===== src/rtl/loop_index_sequencer.sv =====
// Clocked loop-index sequencer: walks an index from start_index by STEP, one
// step per clock, until the next value would reach or pass LIMIT.
module loop_index_sequencer #(
  parameter int IDX_W = 4,
  parameter int LIMIT = 10,
  parameter int STEP  = 1
) (
  input  logic             clk,
  input  logic             rst_n,
  input  logic             start,
  input  logic [IDX_W-1:0] start_index,
  input  logic             abort,
  output logic [IDX_W-1:0] index,
  output logic             index_valid,
  output logic             busy,
  output logic             done,
  output logic             aborted,
  output logic [IDX_W:0]   final_index,
  output logic             reached_limit,
  output logic [IDX_W:0]   iter_count
);

  // state | meaning
  // IDLE  | waiting for start
  // RUN   | one loop iteration per cycle, index valid
  // DONE  | one-cycle completion pulse, accepts a new start
  typedef enum logic [1:0] {IDLE, RUN, DONE} state_t;

  // LIMIT may equal 2**IDX_W, so compares are done one bit wider than index.
  localparam logic [IDX_W:0] LIM = (IDX_W+1)'(LIMIT);
  localparam logic [IDX_W:0] STP = (IDX_W+1)'(STEP);

  state_t           state, state_n;
  logic [IDX_W-1:0] index_n;
  logic [IDX_W:0]   final_n, iter_n, nxt, start_ext;
  logic             reached_n, aborted_n;

  assign nxt       = {1'b0, index} + STP;
  assign start_ext = {1'b0, start_index};

  always_ff @(posedge clk or negedge rst_n) begin
    if (!rst_n) begin
      state         <= IDLE;
      index         <= '0;
      final_index   <= '0;
      reached_limit <= 1'b0;
      iter_count    <= '0;
      aborted       <= 1'b0;
    end else begin
      state         <= state_n;
      index         <= index_n;
      final_index   <= final_n;
      reached_limit <= reached_n;
      iter_count    <= iter_n;
      aborted       <= aborted_n;
    end
  end

  always_comb begin
    state_n   = state;
    index_n   = index;
    final_n   = final_index;
    reached_n = reached_limit;
    iter_n    = iter_count;
    aborted_n = 1'b0;
    case (state)
      IDLE, DONE: begin
        state_n = IDLE;
        if (start) begin
          iter_n = '0;
          if (start_ext < LIM) begin
            state_n = RUN;
            index_n = start_index;
          end else begin
            state_n   = DONE;
            final_n   = start_ext;
            reached_n = (start_ext == LIM);
          end
        end
      end
      RUN: begin
        iter_n = iter_count + 1'b1;
        if (abort) begin
          state_n   = IDLE;
          aborted_n = 1'b1;
        end else if (nxt < LIM) begin
          index_n = nxt[IDX_W-1:0];
        end else begin
          state_n   = DONE;
          final_n   = nxt;
          reached_n = (nxt == LIM);
        end
      end
      default: state_n = IDLE;
    endcase
  end

  assign busy        = (state == RUN);
  assign index_valid = (state == RUN);
  assign done        = (state == DONE);

endmodule


===== config.mk =====
export PLATFORM = sky130hd
export DESIGN_NAME = loop_index_sequencer
export DESIGN_NICKNAME = d
export VERILOG_FILES = /design/src/rtl/loop_index_sequencer.sv
export SDC_FILE = /design/constraint.sdc
export NUM_CORES = 1
export LEC_CHECK = 0
export ABC_AREA = 1
export CAP_MARGIN = 40
export CORE_ASPECT_RATIO = 1.5
export CORE_MARGIN = 4
export CORE_UTILIZATION = 50
export CTS_CLUSTER_SIZE = 10
export DETAILED_ROUTE_END_ITERATION = 6
export PLACE_DENSITY = 0.82
export SYNTH_ARGS = -nofsm -noshare
export SYNTH_HDL_FRONTEND = slang
export SYNTH_SLANG_ARGS = --single-unit

===== constraint.sdc =====
create_clock -name clk -period 2.9 [get_ports clk]
set_input_delay 0.58 -clock clk [delete_from_list [all_inputs] [get_ports clk]]
set_output_delay 0.58 -clock clk [all_outputs]
set_load 0.01 [all_outputs]

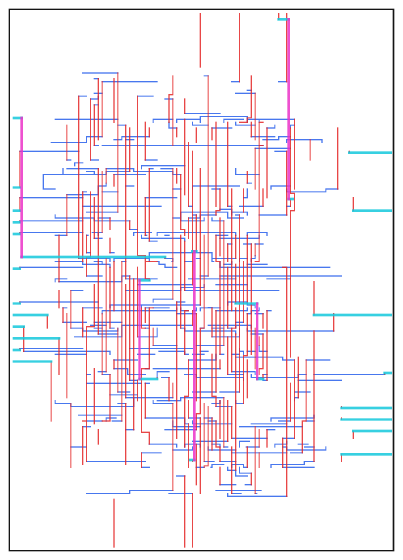
**Above:** run 1 (wiring by layer).
- blue: met1 (wire length 907 microns)
- cyan: met3 (wire length 86.0 microns)
- magenta: met4 (wire length 82.3 microns)
- red: met2 (wire length 1,210 microns)

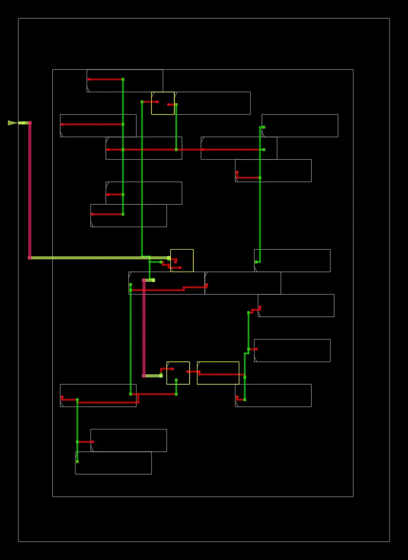
**Above:** run 1 (clock wiring as the flow saved it).
seq_cells: 18
clk pwr: 0.157 mW
Worst Skew: 0.00476 ns
CTS Sinks: 18

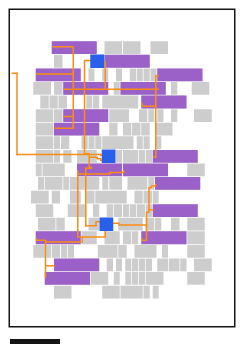
**Above:** run 1 (clock wires, drivers and flops).
Bar = 10 microns.
- blue: cells driving clock nets (count 3)
- orange: clock wires (length 235 microns)
- purple: flip-flops (count 18)
- routed clock nets: 4
clk_lat worst skew: 0.30 ns
Clock Power Share: 13.2%

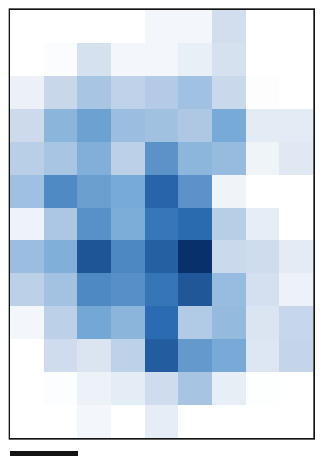
**Above:** run 1 (signal metal coverage by tile).
Bar = 10 microns. The die is cut into 9 by 13 equal tiles; white is low, dark blue is high, scaled to the fullest tile. Values are wire area over tile area, all layers added.
- tiles over half the peak: 20%
- mean over tiles: 0.13
- nearly empty tiles: 22%
- fullest tile: 0.47
- densest ninth of the die: middle
routed via count: 906
wire per inst: 13.6 microns

## run 1: metal layers
metal	up-vias	track usage, %
met4	0	12.1
met3	10	1.99
met2	28	35.4
met1	420	21.1
met5	-	0
li1	448	-
## run 1: flip-flops by register name, summed over array words and instances (netlist names)
register and cells:
iter_count 5, reached_limit 1, state 2, final_index 5, index 4, aborted 1
## run 1: power by group through the flow
stage	Combinational, mW	Sequential, mW	Clock [mW]
floorplan	0.344	0.446	0
global placement	0.591	0.425	0
detailed placement	0.607	0.429	0
CTS	0.611	0.425	0.159
global route	0.673	0.441	0.171
finish	0.604	0.423	0.157
## run 1: worst paths after layout
check,end,cells after the start,start
min reg2reg,final_index[4]$_DFFE_PN0P_,2,final_index[4]$_DFFE_PN0P_
min in group asynchronous,index[2]$_DFFE_PN0P_,1,rst_n
max reg2reg,reached_limit$_DFFE_PN0P_,9,index[0]$_DFFE_PN0P_
max,busy,2,state[1]$_DFFE_PN0P_
max in group asynchronous,final_index[4]$_DFFE_PN0P_,1,rst_n
min,final_index[4]$_DFFE_PN0P_,2,final_index[4]$_DFFE_PN0P_
## run 1: Yosys cell counts, drive strengths merged
master  number  share of area [%]
nand3       22                 14
ha           3                3.7
o211ai       1               0.74
nand4        3                1.8
nand2       38                 16
dfrtp       18                 44
inv         12                4.9
buf          2                1.8
o21ai        9                6.3
nor2        11                6.4
## run 1: through the flow
stage / power (mW) / hold WS (ns) / setup slack, ns
after floorplan: 0.790 / 0.284 / 1.49
after global placement: 1.02 / 0.457 / 1.02
after detailed placement: 1.04 / 0.462 / 0.943
after CTS: 1.19 / 0.487 / 0.716
after global routing: 1.29 / 0.533 / 0.669
final: 1.18 / 0.485 / 0.734
## run 1: kinds of logic (layout without fill, tap and decap cells)
family / Yosys count / in the layout
adder cells (fa/ha/maj): 3 / 3
flip-flops: 18 / 18
buffers and inverters: 14 / 42
AND/OR/NAND/NOR: 74 / 74
AND-OR/OR-AND: 10 / 10
## run 1: final cells by class
class / count / area [sq um]
Fill cell: 156 / 554
Tap cell: 21 / 26.3
Timing Repair Buffer: 26 / 260
Inverter: 12 / 50.0
Multi-Input combinational cell: 87 / 500
Clock buffer: 4 / 36.3
Sequential cell: 18 / 450
## run 1: worst register-to-register path, cell delays in order (launching register included)
cell and delay (ns):
dfrtp_1 0.51, ha_1 0.25, inv_1 0.05, nand2_1 0.07, nand3_1 0.12, nand2_4 0.12
nand3_4 0.10, nand2_4 0.12, nand2_1 0.05, nand2_1 0.07
==> results_slide.txt, run 1 <==
Synthesis and Place & Route Summary

Run status
  – Status: finished, final reports clean

Global route
  – Largest net degree at the start of global routing: 19
  – Vias in the first global route: 1,020
  – Total grt overflow: 0
  – First-pass GRT wire length: 4.24 mm
  – Tot GR Track Use: 19.9%
  – Antenna violations before repair: 0

Power
  – Switch share: about 42%
  – Comb pwr share: 51.0%
  – Max IR drop VDD: 0.586 mV
  – Leak: 0.644 nW
  – Pwr Density: around 890 nW/um^2
  – Switching pwr: 0.501 mW
  – Int Pwr: 0.683 mW
  – Flop pwr share: 35.7%

Detailed routing
  – Wire length on met2: 1.21 mm
  – Post-Route M1 WL: 907 microns
  – Top sig layer: met4
  – Vias per cell: 5.39
  – First-pass DRT Iterations: 4
  – DR DRC count: 0
  – ANT nets after route: 0
  – WL met3: 86 microns
  – Initial drt markers: 20
  – WL final: 2.29 mm

Cells and area
  – Most frequent cells in the layout: 34 x nand2_1, 26 x clkdlybuf4s50_1, 19 x nand3_1
  – Commonest Layout Cell: nand2_1
  – Synth-to-Final Area Change: 29.8%
  – Antenna cells: 0
  – Finished Cell Area: 1320 sq um
  – Fin util: 70.5%
  – Finished Layout Cells: 168
  – Post-layout nets: around 160
  – Share of layout cells above drive strength 1: 12.9%

Logic synthesis
  – Post-Synthesis Cells: 119
  – Cell count in the Yosys report: around 120
  – Simple-Gate Area Share: 38.4%
  – Cell variety after synth: 22
  – Post-Synth Adder-Cell Area: under 10%
  – Yosys stat chip area: 1020 sq um
  – Yosys warnings: 0
  – Syn Area/Cell: 8.57 sq um
  – Largest logic family: simple AND/OR/NAND/NOR gates
  – Aoi share: 6.99%
  – Post-synth seq share: 44.2%
  – Synth flops: 18
  – Mux area share: 0%
  – Syn Nets: 130
  – Syn Std Cell Area: 1020 sq um
  – Yosys xor share: 0%

Setup path
  – Cell Chain, Critical Path: nor2_8 -> clkdlybuf4s50_1
  – CP Class: reg2out
  – Crit path DRT: 2.32 ns
  – CP endpoint kind: output pin
  – Crit start category: flip-flop
  – Maximum fanout along the worst path: 11
  – WP buf/inv: 1
  – CP top delay family: buffers and inverters
  – Critical path's largest stage delay: 0.58 ns
  – Worst EP arrival: approximately 1.6 ns
  – Worst R2R Setup Slack: 1.38 ns
  – Slowest stage cell on the critical path: clkdlybuf4s50_1

Placement
  – Global placer's final weighted congestion: 0.802
  – IO buf count: 26
  – Area post-placement: about 1300 sq um
  – Dpl hpwl: 1.77 mm
  – DP Cell Count: 164

Clock tree
  – Clk buf depth: 2
  – Post-cts hold buffer count: 0
  – H-tree depth: 1
  – CTS tree: built
  – Clock Root Buffer: clkbuf_4
  – Reg clk slew, reported paths: 0.10 ns
  – CTS buffer count: 3
  – Post-CTS Resized: 0
  – Post-CTS Setup Bufs: 0

Die
  – Ports: 27
  – Die area: 2840 sq um
  – Height of the die: 63.3 microns
  – Die width: 44.9 microns
  – Num rows: 19
  – Core area: between 1500 and 2000 sq um
  – Init Core Util: 54.3%

Timing
  – Worst slew pin tran: 0.787 ns
  – Max transition margin: 47.3%
  – Endpoints failing setup: 0
  – Period minus WS final: 2.17 ns
  – Crit share post-route: around 75%
  – Setup tns final: 0 ns
  – Final Hold Vio Count: 0
  – Fmax: ~460 MHz
  – Slew Limit Fails: 0
  – RSZ-0062 raised after global routing: no

Flow run
  – Maxcap violations: 0
  – Tool warnings: 27

Worst hold path
  – Hold Crit Class: reg2reg
**Run 1: signal wires on met3**

Cells faint in the background.
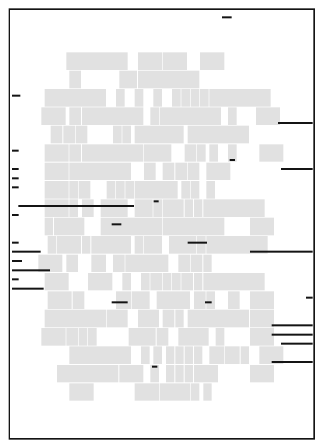

--- run 2 (diff from run 1) ---
--- a/config.mk
+++ b/config.mk
@@ -9,10 +9,10 @@
 export CAP_MARGIN = 40
 export CORE_ASPECT_RATIO = 1.5
 export CORE_MARGIN = 4
-export CORE_UTILIZATION = 50
+export CORE_UTILIZATION = 47
 export CTS_CLUSTER_SIZE = 10
 export DETAILED_ROUTE_END_ITERATION = 6
-export PLACE_DENSITY = 0.82
+export PLACE_DENSITY = 0.78
 export SYNTH_ARGS = -nofsm -noshare
 export SYNTH_HDL_FRONTEND = slang
 export SYNTH_SLANG_ARGS = --single-unit
==> constraint.sdc (replaced) <==
create_clock -name clk -period 2 [get_ports clk]
set_input_delay 0.4 -clock clk [delete_from_list [all_inputs] [get_ports clk]]
set_output_delay 0.4 -clock clk [all_outputs]
set_load 0.01 [all_outputs]
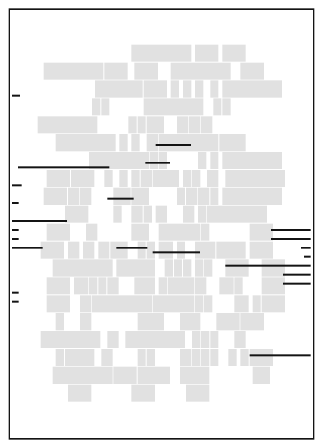
**Above:** run 2 (signal wires on met3).
Cells faint in the background.
- longest straight run: 13.6 microns
- wire length on this layer: 97.8 microns

==> results_slide.txt, run 2 <==
Synthesis and Place & Route Summary

Run status
  – Status: finished, final reports clean

Setup path
  – Worst EP arrival: 1.49 ns (-0.10 ns)
  – Crit start category: flip-flop
  – Slowest stage cell on the critical path: clkdlybuf4s50_1
  – Crit path DRT: 1.60 ns (-0.72 ns)
  – CP endpoint kind: output pin
  – Cell Chain, Critical Path: nor2_8 -> clkdlybuf4s50_1
  – CP Class: reg2out
  – Maximum fanout along the worst path: 7 (-4)
  – Critical path's largest stage delay: 0.56 ns (-0.02 ns)

Power
  – Pwr Density: 1290 nW/um^2 (+44%)
  – Switching pwr: 0.730 mW (+46%)
  – Max IR drop VDD: 0.602 mV (+2.7%)
  – Switch share: 42.2% (-0.099 points)
  – Comb pwr share: 50.9% (about the same)
  – Flop pwr share: 35.5% (-0.2 points)
  – Overall power: 1.73 mW (+46%)
  – Leak: 0.654 nW (+1.5%)
  – Clock Power Share: 13.6% (+0.4 points)
  – Int Pwr: 0.999 mW (+46%)

Logic synthesis
  – Share of flip-flops with an asynchronous set or reset: 100% (unchanged)
  – Commonest cells in the netlist: 34 x nand2_1, 19 x nand3_1, 18 x dfrtp_1
  – Syn Std Cell Area: 1020 sq um (unchanged)
  – Cell variety after synth: 22 (unchanged)
  – Post-synth seq share: 44.2% (unchanged)
  – Cell count in the Yosys report: 119 (unchanged)
  – Syn Area/Cell: 8.57 sq um (unchanged)
  – Synth flops: 18 (unchanged)
  – Top cells by area: dfrtp_1 44%, nand2_1 13%, nand3_1 9.3%
  – Commonest flop: dfrtp_1
  – Most common cell in the synthesized netlist: nand2_1
  – Yosys warnings: 0 (unchanged)
  – EDFF count, synth: 0 (unchanged)
  – Post-Synthesis Cells: 119 (unchanged)
  – Max-area cell share: 44.2% (unchanged)
  – Yosys stat chip area: 1020 sq um (unchanged)
  – Largest area contributor in the netlist: dfrtp_1
  – Syn Nets: 130 (unchanged)

Die
  – Ports: 27 (unchanged)
  – Die width: 46.0 microns (+2.6%)
  – Die area: 2990 sq um (+5.4%)
  – Init Core Util: 49.7% (-4.6 points)
  – Height of the die: 65.0 microns (+2.7%)
  – Core area: 2050 sq um (+9.3%)
  – Num rows: 20 (+1)

Timing
  – Fmax: 528 MHz
  – Worst slew pin tran: 0.505 ns (-0.283 ns)
  – Hold_ws: 0.413 ns (-0.0715 ns)
  – Worst Skew: 0.00559 ns (+0.000828 ns)
  – Endpoints failing setup: 0 (unchanged)
  – Setup tns final: 0 ns (unchanged)
  – Max transition margin: 66.2% (+19 points)
  – RSZ-0062 raised after global routing: no
  – Slew Limit Fails: 0 (unchanged)
  – Final Hold Vio Count: 0 (unchanged)
  – Period minus WS final: 1.89 ns
  – Crit share post-route: 94.7%
  – Worst setup margin: 0.106 ns (-0.628 ns)

Detailed routing
  – Vias per cell: 5.18 (-3.9%)
  – ANT nets after route: 0 (unchanged)
  – DR DRC count: 0 (unchanged)
  – Initial drt markers: 19 (-5.0%)
  – First-pass DRT Iterations: 4 (unchanged)

Cells and area
  – Fin util: 65.3% (-5.2 points)
  – Fillers: 190 (+22%)
  – Post-layout nets: 161 (+1.3%)
  – Comb gate area: 500 sq um (unchanged)
  – Biggest regs: final_index (5), iter_count (5), index (4)
  – Finished Layout Cells: 171 (+1.8%)
  – Synth-to-Final Area Change: 31.4%
  – Storage cell area: 450 sq um (unchanged)
  – Most frequent cells in the layout: 34 x nand2_1, 26 x clkdlybuf4s50_1, 19 x nand3_1
  – Share of layout cells above drive strength 1: 14.1% (+1.2 points)
  – Finished Cell Area: 1340 sq um (+1.2%)
  – Antenna cells: 0 (unchanged)
  – Commonest Layout Cell: nand2_1

Clock tree
  – Clk buf depth: 2 (unchanged)
  – H-tree depth: 1 (unchanged)
  – CTS buffer count: 3 (unchanged)
  – CTS tree: built
  – Post-CTS Resized: 0 (unchanged)
  – CTS Sinks: 18 (unchanged)
  – Clock Root Buffer: clkbuf_4
  – Post-cts hold buffer count: 0 (unchanged)
  – Clk_lat worst skew: 0.31 ns (about the same)
  – Post-CTS Setup Bufs: 0 (unchanged)
  – Reg clk slew, reported paths: 0.11 ns (about the same)

Placement
  – Global placer's final weighted congestion: 0.811 (+1.2%)
  – IO buf count: 26 (unchanged)
  – Area post-placement: 1300 sq um (+1.3%)
  – DP Cell Count: 167 (+1.8%)
  – Pre-CTS setup slack: 0.224 ns (-0.719 ns)
  – Dpl hpwl: 1.76 mm (-0.65%)

Global route
  – Vias in the first global route: 946 (-7.3%)
  – Total grt overflow: 0 (unchanged)
  – First-pass GRT wire length: 4.13 mm (-2.6%)
  – Largest net degree at the start of global routing: 19 (unchanged)
  – Antenna violations before repair: 0 (unchanged)

Flow run
  – Maxcap violations: 0 (unchanged)
  – Tool warnings: 27 (unchanged)

Worst hold path
  – Hold Crit Class: in2async
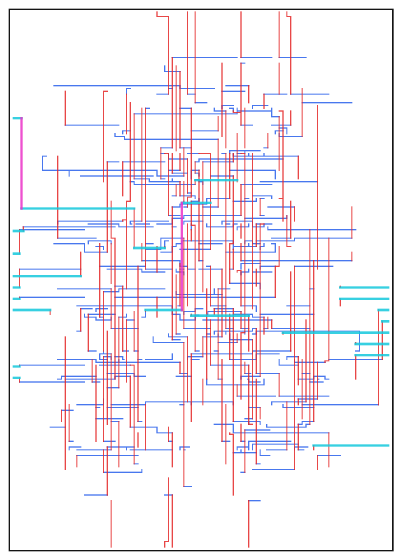
**Above:** run 2 (wiring by layer).
- cyan: met3 (wire length 97.8 microns)
- red: met2 (wire length 1,200 microns)
- magenta: met4 (wire length 23.8 microns)
- blue: met1 (wire length 970 microns)
Tot GR Track Use: 18.1%
WL final: 2.29 mm
wire per inst: 13.4 microns
routed via count: 886

## run 2: cell counts after synthesis
No cell type changed its count.
## run 2: worst paths after layout
| check | cells past startpoint | to | from | slack, ns |
|---|---|---|---|---|
| setup / recovery | 2 | busy | state[1]$_DFFE_PN0P_ | 0.11 |
| hold / removal | 2 | aborted$_DFF_PN0_ | rst_n | 0.41 |
| setup reg to reg | 9 | final_index[3]$_DFFE_PN0P_ | index[0]$_DFFE_PN0P_ | 0.48 |
| hold reg to reg | 2 | final_index[1]$_DFFE_PN0P_ | final_index[1]$_DFFE_PN0P_ | 0.48 |
| max in group asynchronous | 2 | final_index[4]$_DFFE_PN0P_ | rst_n | 1.38 |
| min in group clk | 2 | final_index[1]$_DFFE_PN0P_ | final_index[1]$_DFFE_PN0P_ | 0.48 |
## run 2: cells by family after synthesis
logic type                 Yosys count  synth area share, %
AOI/OAI and AO/OA                   10                 7.00
DFF                                 18                 44.2
and+or+nand+nor                     74                 38.4
adders and majority gates            3                 3.68
buffers and inverters               14                 6.75
## run 2: metal layers
layer  GRT usage [%]  share of wire (%)  vias to the layer above  wire (microns)
met3            3.33                4.2                        4              97
met5               0                  0                        -               0
met1            23.3                 42                      410             970
met4            6.05                1.0                        0              23
met2            29.5                 52                       25            1200
li1                -                  -                      447               -
## run 2: layout make-up
| cell class | count | area share (%) |
|---|---|---|
| clock buffers | 4 | 2.71 |
| inverters | 12 | 3.73 |
| multi-input cells | 87 | 37.3 |
| flip-flops and latches | 18 | 33.6 |
| well taps | 22 | 2.05 |
| repair buffers | 28 | 20.5 |
## run 2: power groups by stage
| stage | Combinational [mW] | Sequential (mW) | Clock (mW) |
|---|---|---|---|
| final | 0.881 | 0.613 | 0.235 |
| after global routing | 0.977 | 0.640 | 0.254 |
| after detailed placement | 0.888 | 0.622 | 0 |
| after CTS | 0.893 | 0.616 | 0.235 |
| after global placement | 0.871 | 0.618 | 0 |
| after floorplan | 0.499 | 0.646 | 0 |
## run 2: critical path: cells and delay by family (launching register included)
family	cells	cell delay [ns]
buf+inv	1	0.56
flops	1	0.46
simple gates	1	0.18
Power figures rest on the tool's default switching activity, not on a simulated workload.
